<file path="config.mk">
export PLATFORM = sky130hd
export DESIGN_NAME = mac_rx
export DESIGN_NICKNAME = d
export VERILOG_FILES = /design/src/rtl/mac_rx.sv
export SDC_FILE = /design/constraint.sdc
export NUM_CORES = 1
export LEC_CHECK = 0
export CAP_MARGIN = 30
export CORE_UTILIZATION = 25
export CTS_BUF_LIST = sky130_fd_sc_hd__clkbuf_2
export DETAILED_ROUTE_END_ITERATION = 10
export GPL_TIMING_DRIVEN = 0
export PLACE_DENSITY = 0.39
export SKIP_LAST_GASP = 1
export SYNTH_ARGS = -nofsm -noshare
export SYNTH_HDL_FRONTEND = slang
export SYNTH_SLANG_ARGS = --single-unit
</file>
<file path="constraint.sdc">
create_clock -name clk -period 2.9 [get_ports clk]
set_input_delay 0.58 -clock clk [delete_from_list [all_inputs] [get_ports clk]]
set_output_delay 0.58 -clock clk [all_outputs]
set_load 0.03 [all_outputs]
</file>
<file path="src/rtl/mac_rx.sv">
// mac_rx: locks onto preamble/SFD, filters on destination MAC and ethertype, and emits one
// 32-bit payload word per accepted frame. Define MAC_RX_CRC_CHECK_EN to verify the FCS.
module mac_rx #(
    parameter logic [47:0] LOCAL_MAC = 48'h000A35C60000,
    parameter logic [15:0] ETH_TYPE  = 16'h6969,
    parameter int unsigned PRE_MIN   = 7
) (
    input  logic        clk,
    input  logic        rst,
    input  logic [7:0]  byte_in,
    input  logic        byte_valid,
    output logic [31:0] data_out,
    output logic        dval_out,
    output logic [47:0] src_mac_out,
    output logic        frame_drop,
    output logic [15:0] drop_cnt
);

    localparam logic [47:0] BCAST_MAC = 48'hFFFF_FFFF_FFFF;
    localparam logic [5:0]  PRE_MIN_C = 6'(PRE_MIN);
    localparam logic [7:0]  PRE_BYTE  = 8'h55;
    localparam logic [7:0]  SFD_BYTE  = 8'hD5;

    typedef enum logic [2:0] {
        HUNT,
        DEST,
        SRC,
        TYPE,
        PAYLOAD,
        FCS
    } state_t;

    state_t      state_q, state_d;
    logic [2:0]  idx_q, idx_d;
    logic [5:0]  pre_cnt_q, pre_cnt_d;
    // Only the first five destination bytes are stored; the sixth is compared as it arrives.
    logic [39:0] dest_sr_q, dest_sr_d;
    logic [47:0] src_sr_q, src_sr_d;
    logic [7:0]  type_hi_q, type_hi_d;
    logic [31:0] pay_sr_q, pay_sr_d;

    logic [31:0] data_q, data_d;
    logic [47:0] src_mac_q, src_mac_d;
    logic        dval_q, dval_d;
    logic        drop_q, drop_d;
    logic [15:0] drop_cnt_q, drop_cnt_d;

    logic        accept;
    logic        drop;

`ifdef MAC_RX_CRC_CHECK_EN
    logic [31:0] crc_q, crc_d;
    logic [23:0] fcs_sr_q, fcs_sr_d;

    function automatic logic [31:0] crc32_byte(input logic [31:0] crc, input logic [7:0] b);
        logic [31:0] c;
        c = crc ^ {24'd0, b};
        for (int i = 0; i < 8; i++) begin
            c = c[0] ? ((c >> 1) ^ 32'hEDB8_8320) : (c >> 1);
        end
        return c;
    endfunction
`endif

    always_comb begin
        state_d   = state_q;
        idx_d     = idx_q;
        pre_cnt_d = pre_cnt_q;
        dest_sr_d = dest_sr_q;
        src_sr_d  = src_sr_q;
        type_hi_d = type_hi_q;
        pay_sr_d  = pay_sr_q;
        accept    = 1'b0;
        drop      = 1'b0;
`ifdef MAC_RX_CRC_CHECK_EN
        crc_d     = crc_q;
        fcs_sr_d  = fcs_sr_q;
`endif

        if (byte_valid) begin
            unique case (state_q)
                HUNT: begin
                    if (byte_in == PRE_BYTE) begin
                        if (pre_cnt_q != 6'h3F) begin
                            pre_cnt_d = pre_cnt_q + 6'd1;
                        end
                    end else if (byte_in == SFD_BYTE && pre_cnt_q >= PRE_MIN_C) begin
                        state_d   = DEST;
                        pre_cnt_d = 6'd0;
                        idx_d     = 3'd0;
`ifdef MAC_RX_CRC_CHECK_EN
                        crc_d     = 32'hFFFF_FFFF;
`endif
                    end else begin
                        pre_cnt_d = 6'd0;
                    end
                end

                DEST: begin
                    dest_sr_d = {dest_sr_q[31:0], byte_in};
`ifdef MAC_RX_CRC_CHECK_EN
                    crc_d     = crc32_byte(crc_q, byte_in);
`endif
                    if (idx_q == 3'd5) begin
                        idx_d = 3'd0;
                        if ({dest_sr_q, byte_in} == LOCAL_MAC || {dest_sr_q, byte_in} == BCAST_MAC) begin
                            state_d = SRC;
                        end else begin
                            drop    = 1'b1;
                            state_d = HUNT;
                        end
                    end else begin
                        idx_d = idx_q + 3'd1;
                    end
                end

                SRC: begin
                    src_sr_d = {src_sr_q[39:0], byte_in};
`ifdef MAC_RX_CRC_CHECK_EN
                    crc_d    = crc32_byte(crc_q, byte_in);
`endif
                    if (idx_q == 3'd5) begin
                        idx_d   = 3'd0;
                        state_d = TYPE;
                    end else begin
                        idx_d = idx_q + 3'd1;
                    end
                end

                TYPE: begin
`ifdef MAC_RX_CRC_CHECK_EN
                    crc_d = crc32_byte(crc_q, byte_in);
`endif
                    if (idx_q == 3'd0) begin
                        type_hi_d = byte_in;
                        idx_d     = 3'd1;
                    end else begin
                        idx_d = 3'd0;
                        if ({type_hi_q, byte_in} == ETH_TYPE) begin
                            state_d = PAYLOAD;
                        end else begin
                            drop    = 1'b1;
                            state_d = HUNT;
                        end
                    end
                end

                PAYLOAD: begin
                    pay_sr_d = {pay_sr_q[23:0], byte_in};
`ifdef MAC_RX_CRC_CHECK_EN
                    crc_d    = crc32_byte(crc_q, byte_in);
`endif
                    if (idx_q == 3'd3) begin
                        idx_d   = 3'd0;
                        state_d = FCS;
                    end else begin
                        idx_d = idx_q + 3'd1;
                    end
                end

                FCS: begin
`ifdef MAC_RX_CRC_CHECK_EN
                    fcs_sr_d = {byte_in, fcs_sr_q[23:8]};
`endif
                    if (idx_q == 3'd3) begin
                        idx_d   = 3'd0;
                        state_d = HUNT;
`ifdef MAC_RX_CRC_CHECK_EN
                        // FCS arrives LSB byte first, so the newest byte is the top byte.
                        if ({byte_in, fcs_sr_q} == ~crc_q) begin
                            accept = 1'b1;
                        end else begin
                            drop = 1'b1;
                        end
`else
                        accept = 1'b1;
`endif
                    end else begin
                        idx_d = idx_q + 3'd1;
                    end
                end

                default: begin
                    state_d = HUNT;
                    idx_d   = 3'd0;
                end
            endcase
        end
    end

    always_comb begin
        data_d     = data_q;
        src_mac_d  = src_mac_q;
        dval_d     = accept;
        drop_d     = drop;
        drop_cnt_d = drop_cnt_q;
        if (accept) begin
            data_d    = pay_sr_q;
            src_mac_d = src_sr_q;
        end
        if (drop && drop_cnt_q != 16'hFFFF) begin
            drop_cnt_d = drop_cnt_q + 16'd1;
        end
    end

    always_ff @(posedge clk) begin
        if (rst) begin
            state_q    <= HUNT;
            idx_q      <= 3'd0;
            pre_cnt_q  <= 6'd0;
            dest_sr_q  <= 40'd0;
            src_sr_q   <= 48'd0;
            type_hi_q  <= 8'd0;
            pay_sr_q   <= 32'd0;
            data_q     <= 32'd0;
            src_mac_q  <= 48'd0;
            dval_q     <= 1'b0;
            drop_q     <= 1'b0;
            drop_cnt_q <= 16'd0;
`ifdef MAC_RX_CRC_CHECK_EN
            crc_q      <= 32'd0;
            fcs_sr_q   <= 24'd0;
`endif
        end else begin
            state_q    <= state_d;
            idx_q      <= idx_d;
            pre_cnt_q  <= pre_cnt_d;
            dest_sr_q  <= dest_sr_d;
            src_sr_q   <= src_sr_d;
            type_hi_q  <= type_hi_d;
            pay_sr_q   <= pay_sr_d;
            data_q     <= data_d;
            src_mac_q  <= src_mac_d;
            dval_q     <= dval_d;
            drop_q     <= drop_d;
            drop_cnt_q <= drop_cnt_d;
`ifdef MAC_RX_CRC_CHECK_EN
            crc_q      <= crc_d;
            fcs_sr_q   <= fcs_sr_d;
`endif
        end
    end

    assign data_out    = data_q;
    assign dval_out    = dval_q;
    assign src_mac_out = src_mac_q;
    assign frame_drop  = drop_q;
    assign drop_cnt    = drop_cnt_q;

endmodule

</file>
==> results.sh, run 1 <==
# physical design summary
export IMPL_outcome="complete, no violations"
export IMPL_num_fill_cells=3949
export IMPL_busiest_layer="met2"
export IMPL_switching_power_w=0.00169
export IMPL_root_buffer="clkbuf_2"
export IMPL_simple_gate_share=0.265
export IMPL_hold_depth=3
export IMPL_final_area_um2=11300
export IMPL_ys_chip_area_um2=9000
export IMPL_most_common_cell="nand2_1"
export IMPL_die_w_um=192
export IMPL_ys_sh_mux=0.0127
export IMPL_crit_path_top_delay_cell="clkdlybuf4s50_1"
export IMPL_start_kind="primary input"
export IMPL_gp_congestion=0.767
export IMPL_use_met2=0.234
export IMPL_required_ns=3.64
export IMPL_power_static_leakage_nw=3.73
export IMPL_grt_pass1_vias=7945
export IMPL_startpoint="byte_in[0]"
export IMPL_rows=69
export IMPL_ys_sh_xor=0.00974
export IMPL_crit_path_max_fanout=8
export IMPL_synth_cell_types=53
export IMPL_endpoint="drop_cnt[11]$_SDFFE_PP0P_"
export IMPL_synth_edff_count=0
export IMPL_routed_wl_um=27700
export IMPL_n_all_buffers=182
export IMPL_nNetsFinal=1343
export IMPL_top_area_cell="dfxtp_1"
export IMPL_antenna_found_initial=2
export IMPL_async_flop_share=0
export IMPL_internal_power_w=0.00447
export IMPL_die_h_um=192
export IMPL_syn_inst=1146
export IMPL_vias=8223
export IMPL_grt_overflow=0
export IMPL_adder_share=0.00974
export IMPL_synth_flops=238
export IMPL_pre_cts_slack_ns=-0.597
export IMPL_p_sw_frac=0.274
export IMPL_power_w=0.00615
export IMPL_grt_pass1_wl_um=43300
export IMPL_path_delay_family="simple AND/OR/NAND/NOR gates"
export IMPL_inverters=9
export IMPL_holdWs_ns=0.119
export IMPL_final_setup_tns_ns=0
export IMPL_cts_resized=0
export IMPL_seqPwrFrac=0.535
export IMPL_wl_met2_um=12400
export IMPL_ys_cells=1146
export IMPL_core_area_um2=35500
export IMPL_warning_count=29
export IMPL_clk_path_buf_depth=3
export IMPL_crit_reg2reg_launch="drop_cnt[3]$_SDFFE_PP0P_"
export IMPL_track_usage=0.151
export IMPL_yosysTopAreaCellShare=0.530
export IMPL_tightest_slew_ns=0.855
export IMPL_hold_class="in -> reg"
export IMPL_h_tree_depth=3
export IMPL_final_cells=1835
export IMPL_hold_viol=0
export IMPL_flop_count=238
export IMPL_gr_usage_met3=0.0384
export IMPL_cp_end_kind="flip-flop"
export IMPL_synthTopCellsByArea="dfxtp_1, nand2_1, a21oi_1, clkbuf_1, nor2_1"
export IMPL_fp_util=0.254
export IMPL_fmax_mhz=377
export IMPL_ir_worst_vdd_uv=164
export IMPL_cpMostUsedCell="nand4_1"
export IMPL_synthAoiAreaFrac=0.137
export IMPL_buf_share=0.121
export IMPL_ff2ff_path_depth=8
export IMPL_layout_area_comb_um2=3900
export IMPL_multi_input_comb_cells=824
export IMPL_comb_cell_share=0.346
export IMPL_power_density_nw_per_um2=545
export IMPL_grt_max_degree=11
export IMPL_top_layer="met4"
export IMPL_post_route_min_period_ns=2.66
export IMPL_finalCritPeriodShare=0.916
export IMPL_worst_setup_path_type="in -> reg"
export IMPL_die_area_um2=36700
export IMPL_clk_pin_slew_ns=0.10
export IMPL_use_met1=0.202
export IMPL_largestClassByArea="registers"
export IMPL_layout_drive_gt1_share=0.0948
==> run 1: tightest hold or removal path, cell delays in order <==
cell,delay (ns)
clkbuf_2,0.21
nand2_1,0.11
a21oi_1,0.06
==> run 1: power groups by stage <==
stage	clock [W]	sequential, W	combinational, W
floorplan	0	0.00336	0.000156
global placement	0	0.00337	0.000261
detailed placement	0	0.00337	0.000256
CTS	0.00274	0.00329	0.000258
global route	0.00293	0.00330	0.000281
finish	0.00261	0.00329	0.000254
==> run 1: placed cells by master (no fill, tap or decap), types with 2 or more instances in the layout <==
cell type          n
nor2_1            33
and4_1             3
mux2_2             2
o21ai_0            3
ha_1               7
nor4_1            10
nor3b_1            2
and3_1            10
clkdlybuf4s50_1  107
clkbuf_1          67
xor2_1             4
dfxtp_1          238
diode_2            2
nand3_1           19
a21oi_1          216
nor3_1             6
bufinv_16          2
xnor2_1            6
buf_2              3
a21o_1             2
a31oi_1            2
or4_1              3
nand2b_1           2
clkbuf_2         105
and2_1             5
buf_1              3
nor2b_1            8
inv_1              9
or3_1              2
mux2i_1            2
nand2_1          434
clkinv_1           9
nand4_1           17
mux2_4             4
==> run 1: worst min-delay path by stage <==
stage / from / endpoint
floorplan: type_hi_q[6]$_SDFFE_PP0P_ / type_hi_q[6]$_SDFFE_PP0P_
global placement: type_hi_q[5]$_SDFFE_PP0P_ / type_hi_q[5]$_SDFFE_PP0P_
detailed placement: type_hi_q[5]$_SDFFE_PP0P_ / type_hi_q[5]$_SDFFE_PP0P_
CTS: byte_in[7] / dest_sr_q[7]$_SDFFE_PP0P_
global route: byte_in[7] / src_sr_q[7]$_SDFFE_PP0P_
finish: byte_in[7] / dest_sr_q[7]$_SDFFE_PP0P_
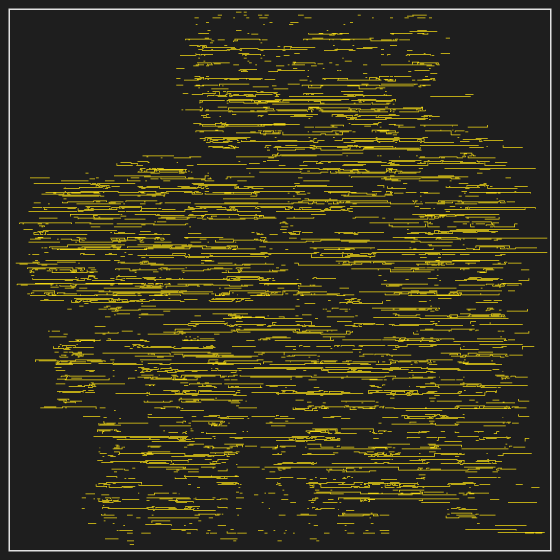
run_1/m1.png
wire length on this layer: 13300 um
nets with wire on the layer: 1238
longest straight run: 62.1 um
share of all routed wire: 48%

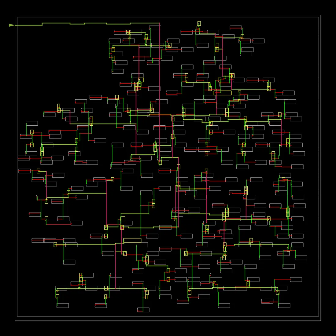
run_1/clock_nets.png
Skew-Pair Late Insertion Delay: 0.87 ns
CTS Sinks: 238
CTS buffer count: 70
clkbuf count: 104

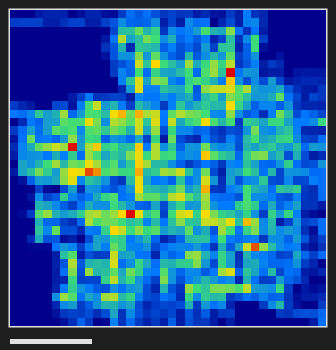
run_1/route_heat.png
The bar under the picture is 50 um long. The die is cut into 38 by 38 equal tiles; dark blue is low, red is high, scaled to the fullest tile. Values are wire area over tile area, all layers added.
tiles over half the peak: 14%
fullest tile: 0.45
mean over tiles: 0.12

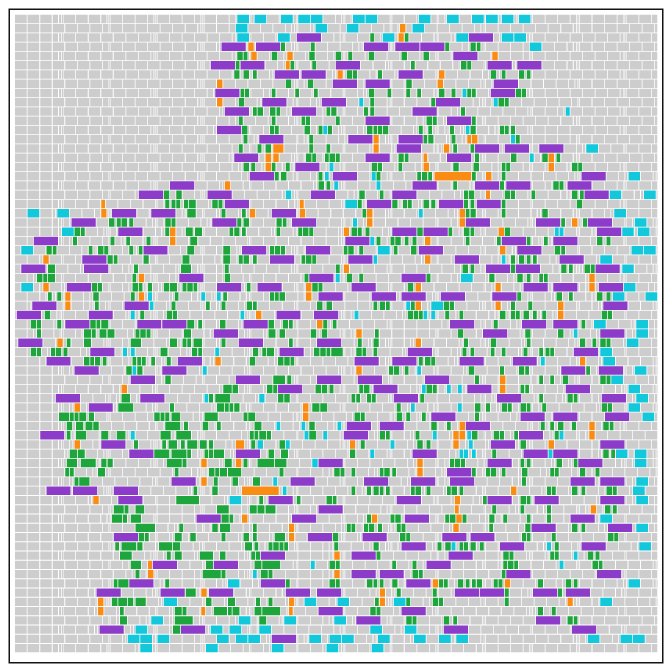
run_1/class_map.png
Fill, decap, tap and diode cells in gray.
| color | class | cells |
|---|---|---|
| cyan | remaining buffers and delay cells | 182 |
| green | remaining logic cells | 833 |
| orange | clock drivers and dummy loads | 119 |
| purple | registers | 238 |

## Run 2: what changed since run 1
--- a/config.mk
+++ b/config.mk
@@ -6,6 +6,7 @@
 export NUM_CORES = 1
 export LEC_CHECK = 0
 export CAP_MARGIN = 30
+export CORE_ASPECT_RATIO = 0.9
 export CORE_UTILIZATION = 25
 export CTS_BUF_LIST = sky130_fd_sc_hd__clkbuf_2
 export DETAILED_ROUTE_END_ITERATION = 10
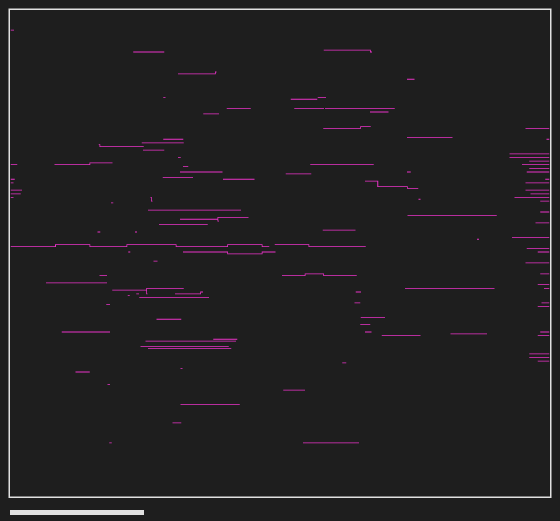
run_2/m3.png
The bar under the picture is 50 um long.
main direction: horizontal
wire length on this layer: 1220 um

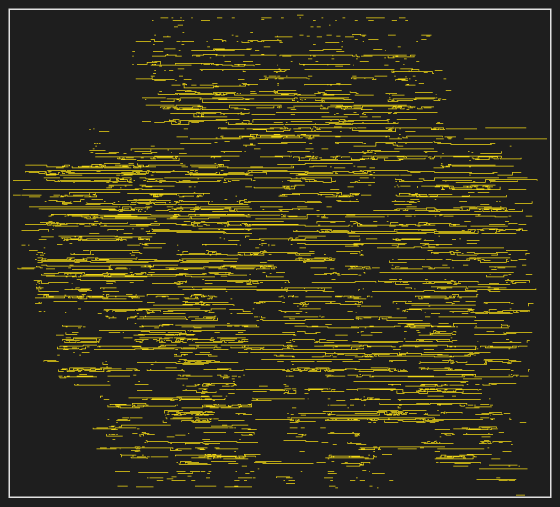
run_2/m1.png
nets with wire on the layer: 1240
share of all routed wire: 49%
longest straight run: 64.9 um

==> results.sh, run 2 <==
# physical design summary
export IMPL_synth_cell_types=53
export IMPL_cp_num_buf_inv=1
export IMPL_power_w=0.00628
export IMPL_die_h_um=182
export IMPL_routed_wl_um=27700
export IMPL_warning_count=29
export IMPL_grt_overflow=0
export IMPL_antenna_found_initial=1
export IMPL_async_flop_share=0
export IMPL_simple_gate_share=0.265
export IMPL_cts_resized=0
export IMPL_num_fill_cells=3872
export IMPL_seqPwrFrac=0.524
export IMPL_io_buffers=107
export IMPL_final_cell_mix="nand2_1, dfxtp_1, a21oi_1"
export IMPL_yosysTopAreaCellShare=0.530
export IMPL_layout_drive_gt1_share=0.100
export IMPL_outcome="complete, no violations"
export IMPL_path_delay_family="simple AND/OR/NAND/NOR gates"
export IMPL_ys_chip_area_um2=9000
export IMPL_clk_latency_ns=0.85
export IMPL_ys_cells=1146
export IMPL_cpMostUsedCell="nand4_1"
export IMPL_post_route_min_period_ns=2.71
export IMPL_clk_path_buf_depth=3
export IMPL_powerComb_w=0.000259
export IMPL_syn_inst=1146
export IMPL_grt_pass1_wl_um=44600
export IMPL_synthTopCellsByArea="dfxtp_1, nand2_1, a21oi_1, clkbuf_1, nor2_1"
export IMPL_switching_power_w=0.00166
export IMPL_clk_pin_slew_ns=0.10
export IMPL_slew_violations=0
export IMPL_pwr_share_clk=0.435
export IMPL_power_top_consumer="sequential cells"
export IMPL_post_dp_hpwl_um=19400
export IMPL_crit_path_top_delay_cell="clkdlybuf4s50_1"
export IMPL_track_usage=0.154
export IMPL_pwr_group_clock_w=0.00273
export IMPL_start_kind="primary input"
export IMPL_most_common_cell="nand2_1"
export IMPL_gp_congestion=0.749
export IMPL_power_density_nw_per_um2=554
export IMPL_die_w_um=202
export IMPL_ys_sh_mux=0.0127
export IMPL_top_level_ports=109
export IMPL_fp_util=0.255
export IMPL_fp_nets=1164
export IMPL_pwr_share_comb=0.041
export IMPL_fmax_mhz=369
export IMPL_root_buffer="clkbuf_2"
export IMPL_top_area_cell="dfxtp_1"
export IMPL_synthAoiAreaFrac=0.137
export IMPL_cts_setup_buffers=0
export IMPL_grt_pass1_vias=8191
export IMPL_adder_share=0.00974
export IMPL_required_ns=3.57
export IMPL_p_sw_frac=0.265
export IMPL_synth_flops=238
export IMPL_finalSetupViolCount=0
export IMPL_nNetsFinal=1342
export IMPL_cp_end_kind="flip-flop"
export IMPL_powerSeq_w=0.00329
export IMPL_synth_edff_count=0
export IMPL_worst_setup_path_type="in -> reg"
export IMPL_lay_top_count="nand2_1"
export IMPL_holdWs_ns=0.154
export IMPL_hold_class="in -> reg"
export IMPL_grt_max_degree=11
export IMPL_cts_buffers=69
export IMPL_tightest_slew_ns=0.819
export IMPL_h_tree_depth=3
export IMPL_power_static_leakage_nw=3.77
export IMPL_ys_sh_xor=0.00974
export IMPL_crit_path_max_fanout=8
export IMPL_synthesis_area_um2=9000
export IMPL_hold_viol=0
export IMPL_cts_tree="yes"
export IMPL_clkSinkCount=238
export IMPL_cts_hold_buf=0
export IMPL_first_pass_iters=4
export IMPL_die_area_um2=36700
export IMPL_yosys_stat_seqShare=0.530
export IMPL_vias=8173
export IMPL_drv_cap=0
export IMPL_internal_power_w=0.00462
export IMPL_finalCritPeriodShare=0.935
export IMPL_ir_worst_vdd_uv=220
export IMPL_final_setup_tns_ns=0
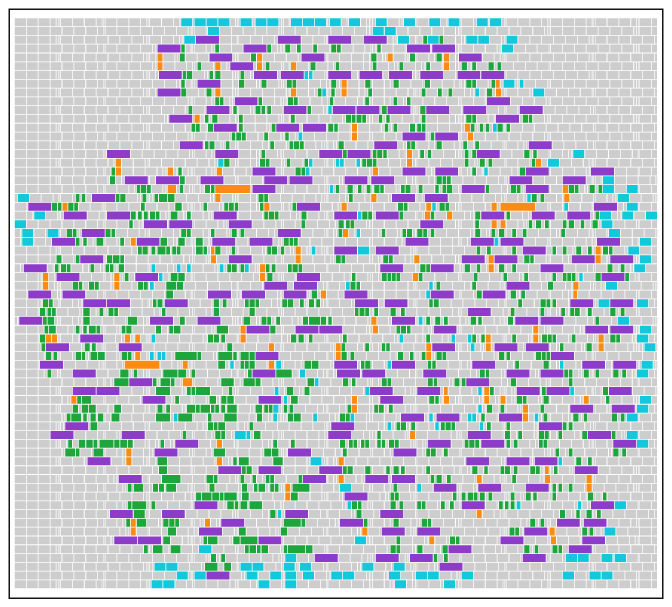
run_2/class_map.png
Fill, decap, tap and diode cells in gray.
flop share of the area: 0.420
fin util: 0.322
core area: 35200 um2
fin area: 11300 um2
Std-Cell Rows: 65

run 2: cell types whose count changed in the layout (fill, tap and decap cells not counted):
cell       previous run  this run
clkbuf_2            105       113
clkinv_1              9         4
bufinv_16             2         3
clkinv_2              1         0
diode_2               2         1
run 2: area by class of cell:
type,instances,area (um2),share of cell area
inverters,9,33.8,0.00298
diodes,1,2.50,0.000221
plain buffers,75,294,0.0259
clock inverters,10,125,0.0110
multi-input cells,824,3900,0.344
clock buffers,112,561,0.0494
repair buffers,107,1070,0.0944
flip-flops and latches,238,4760,0.420
well taps,469,587,0.0517
run 2: kinds of logic after synthesis:
group                      Yosys count
and+or+nand+nor                    563
DFF                                238
AOI/OAI and AO/OA                  235
buffers and inverters               84
xor gates and xnor gates            10
muxes                                9
adders and majority gates            7
run 2: worst paths after layout:
kind,startpoint,to,cells past startpoint
setup / recovery,byte_in[6],drop_cnt[15]$_SDFFE_PP0P_,8
hold / removal,byte_in[7],src_sr_q[7]$_SDFFE_PP0P_,3
setup reg to reg,drop_cnt[3]$_SDFFE_PP0P_,drop_cnt[15]$_SDFFE_PP0P_,8
hold reg to reg,pay_sr_q[24]$_SDFFE_PP0P_,data_out[24]$_SDFFE_PP0P_,2
run 2: stage by stage:
step	worst slack, ns	std cells
2_1_floorplan	0.594	1146
6_report	0.189	1845
3_3_place_gp	-0.554	1722
3_5_place_dp	-0.632	1722
5_1_grt	0.0880	1845
4_1_cts	0.223	1844
run 2: routing by layer:
metal,up-vias,global-route usage,routed length (um)
met5,-,0,0
met4,0,0.0570,587
met3,51,0.0352,1220
met1,3778,0.209,13500
met2,155,0.237,12300
li1,4189,-,-
Power figures rest on the tool's default switching activity, not on a simulated workload.
